Design sr_flag_arbiter_flat, sky130hd; sources not shown.
**Track usage over the die**

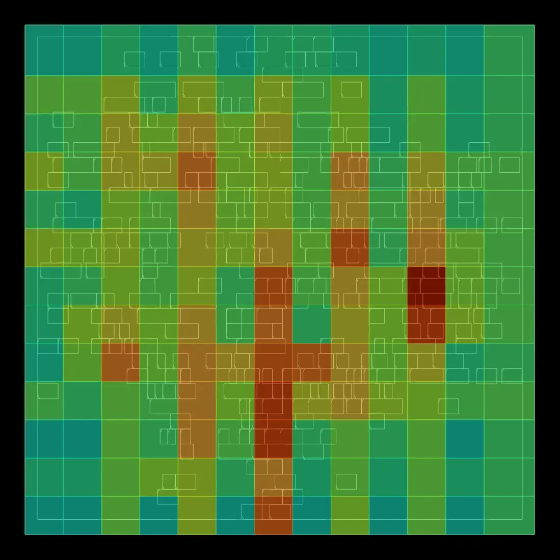
grt met1 use: 16.5%
Finished Core Util: 38.3%
grt met2 use: 23.3%

**Sequential cells coloured by netlist name**

Drawn at 4 px/µm. Other sequential cells in the stronger grey, the rest of the logic in the fainter grey.
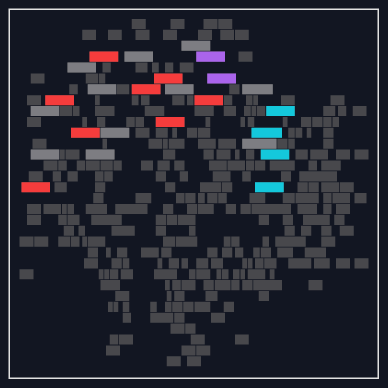
| colour | signal | flops |
|---|---|---|
| purple | u_core.bus.err_id | 2 |
| red | u_core.g_cell.u_cell.q | 8 |
| cyan | u_core.bus.gnt | 4 |
not coloured: 11
sequential share of cell area: 17.4%
seq pwr: 0.587 mW
Reg area: 507 µm²

**The metal 2 layer**

Drawn at 3 px/µm. Cells faint in the background.
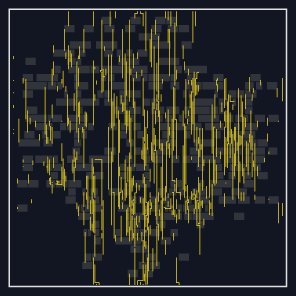
longest straight run: 36.7 µm
nets with wire on the layer: 282
Routed WL: 5450 µm
Vias: 1832

**Logic cells by family**

Drawn at 4 px/µm.
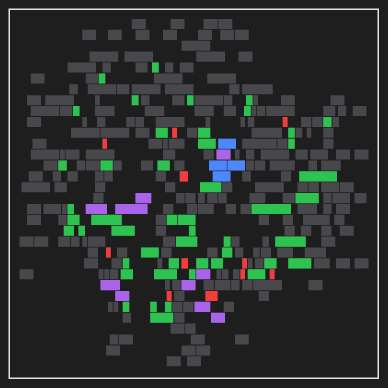
| colour | family | cells | most used |
|---|---|---|---|
| blue | adder and majority cells | 4 | ha_1 |
| purple | multiplexers | 10 | mux2i_1 |
| green | inverting AOI/OAI gates | 48 | o21ai_0 |
| red | inverters | 11 | inv_1 |
most instantiated logic cell after routing: clkdlybuf4s50_1
combinational share of cell area: 46.9%
Cell Count, Final, Fillers Out: 394

**Layout detail**

Window x 26 to 66, y 44 to 84 µm. Cells in grey, sequential cells in the stronger grey; small squares are vias.
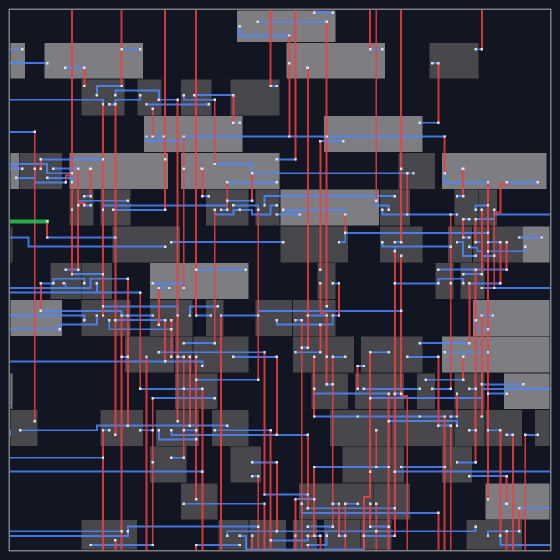
| colour | layer |
|---|---|
| red | metal 2 |
| green | metal 3 |
| blue | metal 1 |
sequential cells in the window: 14
most frequent: dfxtp_1 (11), buf_4 (10), nand2b_1 (5)
cells with their middle in the window: 76

==> flow_metrics.py <==
# Generated from Yosys and OpenROAD reports
metrics = {
    "power": {
        "power_mw": 2.53,
        "seq_power_share_pct": 23.2,
        "power_frac_clock_pct": 9.2,
        "leakagePower_nw": 1.09,
        "switching_share_pct": 40.1,
    },
    "timing": {
        "max_slew_margin_pct": 75.3,
        "hold_violations": 0,
        "final.setup.tns_ps": 0,
        "period_needed_ps": 2320,
        "setup_viol": 0,
        "slew_violations": 0,
        "worst_slack_ps": 180,
        "fmax_ghz": 0.431,
        "rsz0062_at_grt": "true",
    },
    "place": {
        "place_area_mm2": 0.00266,
        "io_buffer_count": 48,
        "dpl.hpwl_um": 4280,
        "dp_slack_ps": -196,
    },
    "synthesis": {
        "ff_type": "dfxtp_1",
        "netlist_area_mm2": 0.00193,
        "fa_ha_area_share_pct": 2.59,
        "ys_area_mm2": 0.00193,
        "fp_nets": 249,
        "top_area_cell": "dfxtp_1",
        "ys_cells": 219,
        "synthCells": 219,
        "ys.flops": 25,
        "ys_sh_mux_pct": 5.76,
    },
    "layout": {
        "drive_above_1_share_pct": 34.9,
        "syn_to_final_growth_pct": 50.7,
        "num-nonclk-buffers": 91,
    },
    "floorplanning": {
        "dieArea_mm2": 0.00845,
    },
    "cts": {
        "insertion_delay_ps": 260,
        "postCtsHoldBufs": 0,
        "postCtsSetupBuffers": 2,
    },
    "setup_path": {
        "r2r_cells": 9,
        "critPathMaxStageDelay_ps": 560,
        "arrival_ps": 2330,
        "critical-path-top-delay-family": "simple AND/OR/NAND/NOR gates",
        "critPathCaptureType": "flop",
        "slowest_stage": "or4b_4",
    },
    "global_routing": {
        "gr-usage-all-layers_pct": 13.0,
        "first_global_vias": 1869,
        "met3_usage_pct": 2.55,
        "grt_max_degree": 20,
    },
    "drt": {
        "drt-initial-drc-count": 85,
        "routedWlPerCell_um": 13.8,
    },
    "hold_path": {
        "hold_class": "reg2reg",
    },
    "outcome": {
        "status": "completed",
    },
}
==> placed cells by master, fill, tap and decap left out, drive strengths merged, types with 3 or more instances in the layout <==
cell	n
mux2i	7
ha	4
o21ai	18
o31ai	3
and2	5
o31a	6
buf	43
nor3	4
nor2b	9
clkdlybuf4s50	46
nand3	5
nand3b	4
inv	9
a21oi	6
dfxtp	25
clkbuf	4
nand2b	14
nand2	7
mux2	3
a211oi	4
nor2	20
nor3b	7
==> power groups by stage <==
stage | registers [mW] | logic, mW | clock network, mW
2_1_floorplan | 0.564 | 0.950 | 0
3_3_place_gp | 0.582 | 1.49 | 0
3_5_place_dp | 0.580 | 1.50 | 0
4_1_cts | 0.583 | 1.60 | 0.240
5_1_grt | 0.601 | 1.86 | 0.254
6_report | 0.587 | 1.71 | 0.232
Power figures rest on the tool's default switching activity, not on a simulated workload.
